`config.mk`:
```
export PLATFORM = sky130hd
export DESIGN_NAME = pipeline_sequencer
export DESIGN_NICKNAME = d
export VERILOG_FILES = /design/src/rtl/pipeline_sequencer.sv
export SDC_FILE = /design/constraint.sdc
export NUM_CORES = 1
export LEC_CHECK = 0
export CAP_MARGIN = 20
export CELL_PAD_IN_SITES_DETAIL_PLACEMENT = 0
export CELL_PAD_IN_SITES_GLOBAL_PLACEMENT = 1
export CORE_MARGIN = 5
export CORE_UTILIZATION = 16
export CTS_BUF_LIST = sky130_fd_sc_hd__clkbuf_2
export CTS_CLUSTER_DIAMETER = 30
export DETAILED_ROUTE_END_ITERATION = 6
export PLACE_DENSITY = 0.75
export SYNTH_ARGS = -nofsm -noshare
export SYNTH_HDL_FRONTEND = slang
export SYNTH_SLANG_ARGS = --single-unit
```
`constraint.sdc`:
```
create_clock -name clk -period 1.18 [get_ports clk]
set_input_delay 0.118 -clock clk [delete_from_list [all_inputs] [get_ports clk]]
set_output_delay 0.118 -clock clk [all_outputs]
set_load 0.02 [all_outputs]
```
`src/rtl/pipeline_sequencer.sv`:
```
// pipeline_sequencer: front-end advance/hold/discard control for jumps, load interlocks and halt (perf counters under `SEQ_PERF_CNT_EN)
module pipeline_sequencer #(
  parameter int LD_BUBBLES = 1
) (
  input  logic        clk,
  input  logic        reset,
  input  logic [23:0] ins,
  input  logic        ins_valid,
  input  logic        br_valid,
  input  logic        br_taken,
  input  logic        halt_req,
  input  logic        resume,
  output logic        pc_en,
  output logic [1:0]  pc_sel,
  output logic        ifid_en,
  output logic        ifid_flush,
  output logic        bubble,
  output logic [2:0]  seq_state,
  output logic [7:0]  stall_cnt,
  output logic [7:0]  flush_cnt
);
  typedef enum logic [2:0] {RUN = 3'b000, LD_STALL = 3'b001, BR_WAIT = 3'b010, HALT = 3'b011} state_t;
  state_t state, nxt;
  logic [1:0] cnt, cnt_nxt;
  logic [4:0] op;
  logic is_jmp, is_cjmp, is_ld;
  logic unused_ins;
  assign op = ins[23:19];
  assign unused_ins = ^ins[18:0];
  assign is_jmp = ins_valid && op == 5'b11000;
  assign is_cjmp = ins_valid && op[4:2] == 3'b111;
  assign is_ld = ins_valid && op == 5'b10100;
  assign seq_state = state;
  // state and load-bubble counter; reset aborts any stall in progress
  always_ff @(posedge clk or negedge reset)
    if (!reset) begin
      state <= RUN;
      cnt <= '0;
    end else begin
      state <= nxt;
      cnt <= cnt_nxt;
    end
  // next state and Mealy pipeline controls; reset forces a safe flush/bubble
  always_comb begin
    nxt = state;
    cnt_nxt = cnt;
    pc_en = 1'b0;
    pc_sel = 2'b00;
    ifid_en = 1'b0;
    ifid_flush = 1'b0;
    bubble = 1'b0;
    case (state)
      RUN:
        if (halt_req) begin
          bubble = 1'b1;
          nxt = HALT;
        end else if (is_jmp) begin
          pc_en = 1'b1;
          pc_sel = 2'b01;
          ifid_flush = 1'b1;
        end else if (is_cjmp) begin
          ifid_flush = 1'b1;
          nxt = BR_WAIT;
        end else begin
          pc_en = 1'b1;
          ifid_en = 1'b1;
          cnt_nxt = is_ld ? LD_BUBBLES[1:0] : cnt;
          nxt = is_ld ? LD_STALL : RUN;
        end
      LD_STALL: begin
        bubble = 1'b1;
        cnt_nxt = cnt - 2'd1;
        nxt = cnt <= 2'd1 ? RUN : LD_STALL;
      end
      BR_WAIT: begin
        ifid_en = 1'b1;
        bubble = 1'b1;
        pc_en = br_valid && br_taken;
        pc_sel = br_valid && br_taken ? 2'b10 : 2'b00;
        ifid_flush = br_valid && br_taken;
        nxt = br_valid ? RUN : BR_WAIT;
      end
      HALT: begin
        bubble = 1'b1;
        nxt = resume ? RUN : HALT;
      end
      default: begin
        bubble = 1'b1;
        nxt = RUN;
      end
    endcase
    if (!reset) begin
      pc_en = 1'b0;
      pc_sel = 2'b00;
      ifid_en = 1'b0;
      ifid_flush = 1'b1;
      bubble = 1'b1;
    end
  end
`ifdef SEQ_PERF_CNT_EN
  logic [7:0] s_cnt, f_cnt;
  // saturating bubble and flush counters
  always_ff @(posedge clk or negedge reset)
    if (!reset) begin
      s_cnt <= '0;
      f_cnt <= '0;
    end else begin
      if (bubble && s_cnt != 8'hff) s_cnt <= s_cnt + 8'd1;
      if (ifid_flush && f_cnt != 8'hff) f_cnt <= f_cnt + 8'd1;
    end
  assign stall_cnt = s_cnt;
  assign flush_cnt = f_cnt;
`else
  assign stall_cnt = 8'h00;
  assign flush_cnt = 8'h00;
`endif
endmodule
```
==> run_1/gate_families.png <==
Drawn at 4 px/um.
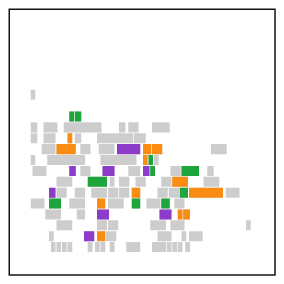
inverting AOI/OAI gates: in purple, cells 8. NOR gates: in orange, cells 12. NAND gates: in green, cells 10, most used nand2_1.

==> run_1/metal_stack.png <==
Drawn at 4 px/um.
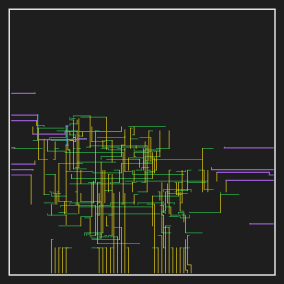
met4: in cyan, wire length 10.9 um. met3: in purple, wire length 130 um. met2: in yellow, wire length 781 um. met1: in green, wire length 593 um.

==> run_1/met3.png <==
Drawn at 8 px/um.
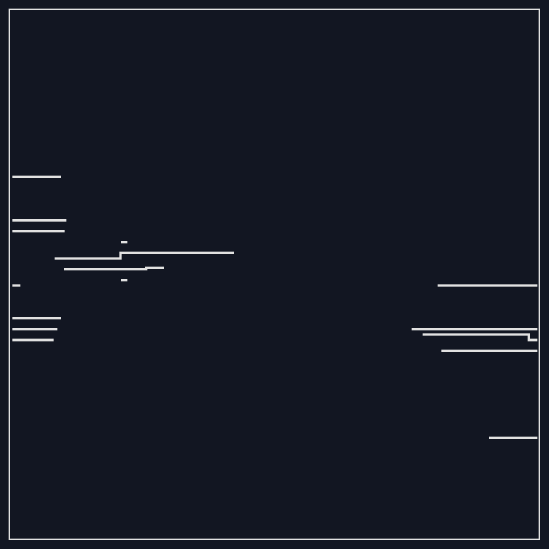
The layer holds 8.6% of the routed length. The longest straight run is 15.4 um. The layer carries 130 um of wire. The wires run mostly horizontal.

==> run_1/clock_map.png <==
Drawn at 8 px/um.
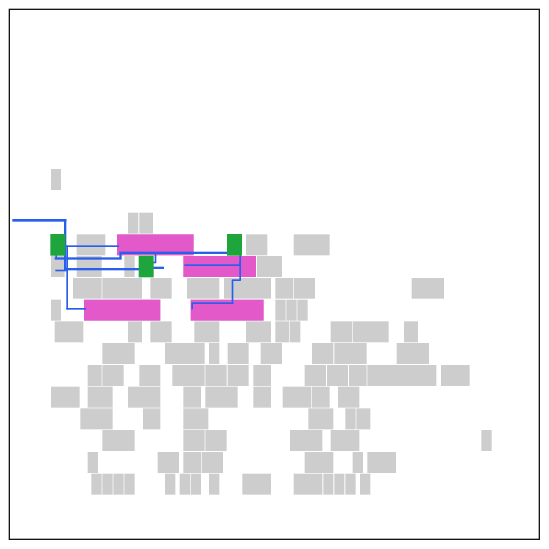
flip-flops: in magenta, count 4. clock wires: in blue, length 94.6 um. cells driving clock nets: in green, count 3.
There are 4 routed clock nets.

==> results.txt, run 1 <==
run metrics: Setup CP Type=flip-flop to primary output, Pwr Density=1770 nW/um2, Non-Clock Buffer Count=38, AND-OR/OR-AND share of the synthesized area=15.7%, Synth area leader=buf_4, MUX share of area=0%, number of global-route vias before repair=513, post-CTS setup buffers=0, worst hold slack=296 ps, Top Layout Cells=conb_1 (17), buf_4 (17), clkdlybuf4s50_1 (11), buf_6 (9), clkbuf_2 (4), CP Max Fanout=3, tool warnings=48, layout cell share with drive strength beyond 1=44.6%, Post-synth EDFFs=0, sequential cell area share=11.6%, max cap viols=0, Routed Antenna Nets=0, CP Cell Sequence=nand2b_4 -> or3_4 -> nor2_4 -> buf_6, gr ovfl total=0, H-tree depth=1, Comb gates=53, required time of the critical path=1060 ps, TritonCTS clock tree=built, register area share after synthesis=19.9%, num ports=56, Setup Skew=5.75 ps, failing checks=negative setup slack, P&R area growth vs syn=75.4%, worst r2r path cells=5, final slew viol count=0, CTS Sinks=4, outcome=finished, violations left, Final setup viols=9, Detail Placement HPWL=1260 um, Syn Area/Cell=8.11 um2, Largest stage delay, worst path=420 ps, Buf+Inv Stages, Crit Path=1, count of input and output buffers=19, fin util=29.1%, post-synth top area share=25.4%, logic share of the area=40.0%, Critical Path Source=seq_state[0]$_DFFE_PN0P_, Ys Warns=0, largest net degree at the start of global routing=10, GP Congestion=0.719, clock transition at the registers of the reported paths=50 ps, yosys stat area=503 um2, first-pass GRT wire length=2290 um, worst setup margin=-302 ps, reg-to-reg endpoint=cnt[1]$_DFFE_PN0P_, routed vias/inst=3.63, inverter count=2, ys async rst share=100%, CTS Root Cell=clkbuf_2, Worst path depth=4, Synth top cell by count=buf_4, core area=3030 um2, Num CTS Buffers=3, DIE AREA=4370 um2, Syn Inst Count=62, # resized after CTS=43
==> run 1: registers in the layout, indices dropped and copies added, names as in the netlist <==
signal,count
cnt,2
seq_state,2
==> run 1: per-layer routing <==
| layer | wire, um | GRT usage (%) | part of all wire, % | vias up |
|---|---|---|---|---|
| met5 | 0 | 0 | 0 | - |
| met1 | 592 | 8.03 | 39 | 243 |
| met4 | 10 | 1.52 | 0.66 | 0 |
| met3 | 130 | 3.74 | 8.6 | 4 |
| met2 | 780 | 11.1 | 52 | 17 |
| li1 | - | - | - | 262 |
==> run 1: power breakdown <==
group | switching [mW] | internal (mW)
combinational | 0.536 | 0.595
sequential | 0.0577 | 0.215
clock | 0.0646 | 0.0895
--- run 2 (diff from run 1) ---
--- a/config.mk
+++ b/config.mk
@@ -12,6 +12,7 @@
 export CORE_UTILIZATION = 16
 export CTS_BUF_LIST = sky130_fd_sc_hd__clkbuf_2
 export CTS_CLUSTER_DIAMETER = 30
+export CTS_CLUSTER_SIZE = 40
 export DETAILED_ROUTE_END_ITERATION = 6
 export PLACE_DENSITY = 0.75
 export SYNTH_ARGS = -nofsm -noshare
==> run_2/gate_families.png <==
Drawn at 4 px/um.
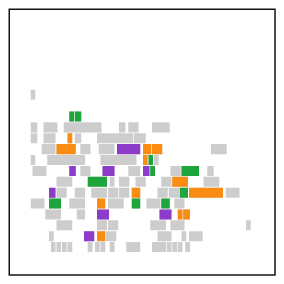
inverting AOI/OAI gates: in purple, cells 8. NAND gates: in green, cells 10, most used nand2_1. NOR gates: in orange, cells 12.

==> run 2 against run 1 <==
  * The flow still finishes with violations (negative setup slack)
  * Clock power about the same
  * Sequential share of layout area is the same
  * Register-to-register slack about the same
  * Utilization stayed put
  * Via count did not move
  * Final cell count unchanged
  * Flip-flop count unchanged
  * Area after synthesis stayed put
  * Wire length unchanged
  * Die area unchanged
  * Total power unchanged
  * Combinational power about the same
  * Critical path type unchanged
  * Critical endpoint unchanged
  * Highest routed layer unchanged
==> results.txt, run 2 <==
run metrics: Pwr Total=1.56 mW, yosys stat area=503 um2, combinational power share=72.6%, FP Util=16.6%, reg-to-reg endpoint=cnt[1]$_DFFE_PN0P_, CP Cell Sequence=nand2b_4 -> or3_4 -> nor2_4 -> buf_6, H-tree depth=1, Max IR drop VDD=1.09 mV, core area=3030 um2, routed vias=526, Largest stage delay, worst path=420 ps, final slew viol count=0, Routed wire per std cell=10.4 um, Top cells by area=buf_4 (25%), dfrtp_1 (20%), nor2_1 (5.2%), Setup Skew=5.75 ps, Rows=20, Nets=134, final cell count without fillers=145, outcome=finished, violations left, Syn Inst Count=62, Design Area, Final=882 um2, # resized after CTS=43, worst r2r src=seq_state[0]$_DFFE_PN0P_, RSZ-0062 raised after global routing=true, clock period minus worst slack=1480 ps, startpoint types=flip-flop, Cell Int Power=0.899 mW, Clock net power=0.154 mW, Setup CP Type=flip-flop to primary output, count of input and output buffers=19, cell area after synthesis=503 um2, GP Congestion=0.719, ys flops=4, termination of the worst setup path=pc_sel[0], post-CTS setup buffers=0, Total Neg Setup Slack=-2230 ps, Fmax=675 MHz, Routed WL=1510 um, R2R Setup Slk=-260 ps, Largest delay share family, worst path=simple AND/OR/NAND/NOR gates, Leakage=0.406 nW, Detail Placement HPWL=1260 um, CP Max Fanout=3, Max power group=combinational cells, first-pass GRT wire length=2290 um, tool warnings=48, crit path DAT=1360 ps, worst setup margin=-302 ps, P_comb=1.13 mW, worst r2r path cells=5, Num CTS Buffers=3, initial antenna violation count=0, ys async rst share=100%, CTS Sinks=4, layout cell share with drive strength beyond 1=44.6%, TritonCTS clock tree=built, required time of the critical path=1060 ps, post-synth top area share=25.4%, clock transition at the registers of the reported paths=50 ps, hold buffer count at cts=0, Final Hold Violating Endpoints=0, Sw Pwr=0.659 mW, # DRC=0, CTS max path bufs=2, Final setup viols=9, n_diodes=0, 1st-pass router iterations=4, most frequent cells after synthesis=buf_4 (17), nor2_1 (7), dfrtp_1 (4), nand2_1 (4), Placed Cells=139, GRT Resource Usage Total=6.91%, Buf+Inv Stages, Crit Path=1, fin util=29.1%, register area share after synthesis=19.9%, Die H=66.1 um, HP Class=input port to async pin, Routed Antenna Nets=0, synth unique cells=28, CTS Root Cell=clkbuf_2, num ports=56, critical path's slowest cell=dfrtp_2, Clk network pwr share=9.9%, failing checks=negative setup slack, Worst path depth=4, Clock Latency Late Sink=210 ps, Syn Area/Cell=8.11 um2, Dominant Register Cell=dfrtp_1, routed vias/inst=3.63, die x size=66.1 um, Synth top cell by count=buf_4, Setup WS pre-CTS=-778 ps, Seq. pwr=0.272 mW, number of DRC markers in iteration 0=10, placed inst area=813 um2, number of global-route vias before repair=513, worst hold slack=296 ps, Top Layout Cells=conb_1 (17), buf_4 (17), clkdlybuf4s50_1 (11), buf_6 (9), clkbuf_2 (4), largest net degree at the start of global routing=10, gr ovfl total=0, Critical Path Source=seq_state[0]$_DFFE_PN0P_, P&R area growth vs syn=75.4%, Synth area leader=buf_4, max cap viols=0, Pwr Density=1770 nW/um2, Post-synth EDFFs=0, Ys Warns=0, ys cells=62, final worst-path cycle share=126%, Sequential Power Share=17.5%, switch share=42.3%, Worst Setup End Kind=primary output, DIE AREA=4370 um2
==> run_2/metal_stack.png <==
Drawn at 4 px/um.
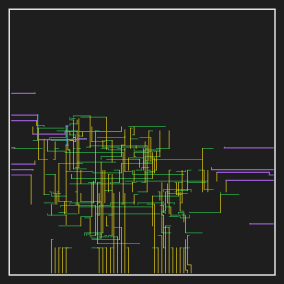
met1: in green, wire length 593 um. met2: in yellow, wire length 781 um. met4: in cyan, wire length 10.9 um. met3: in purple, wire length 130 um.

-- run 2: cells by family after synthesis --
kind of cell / Yosys count / share of synthesized area (%)
and+or+nand+nor: 24 / 29.4
other: 1 / 0.746
adders and majority gates: 1 / 2.49
DFF: 4 / 19.9
xor gates and xnor gates: 1 / 1.74
AOI/OAI and AO/OA: 10 / 15.7
buffers and inverters: 21 / 30.1
-- run 2: area by class of cell --
cell class	instances	area (um2)
fill	336	2150
multi-input combinational	53	353
timing repair buffer	38	344
sequential	4	103
tap	44	55.1
clock buffer	4	20.0
inverter	2	7.51
-- run 2: layer usage --
metal / global-route usage, % / part of all wire [%] / vias to the layer above
met5: 0 / 0 / -
met4: 1.52 / 0.66 / 0
met3: 3.74 / 8.6 / 4
met2: 11.1 / 52 / 17
met1: 8.03 / 39 / 243
li1: - / - / 262
Power and IR drop assume default switching activity.
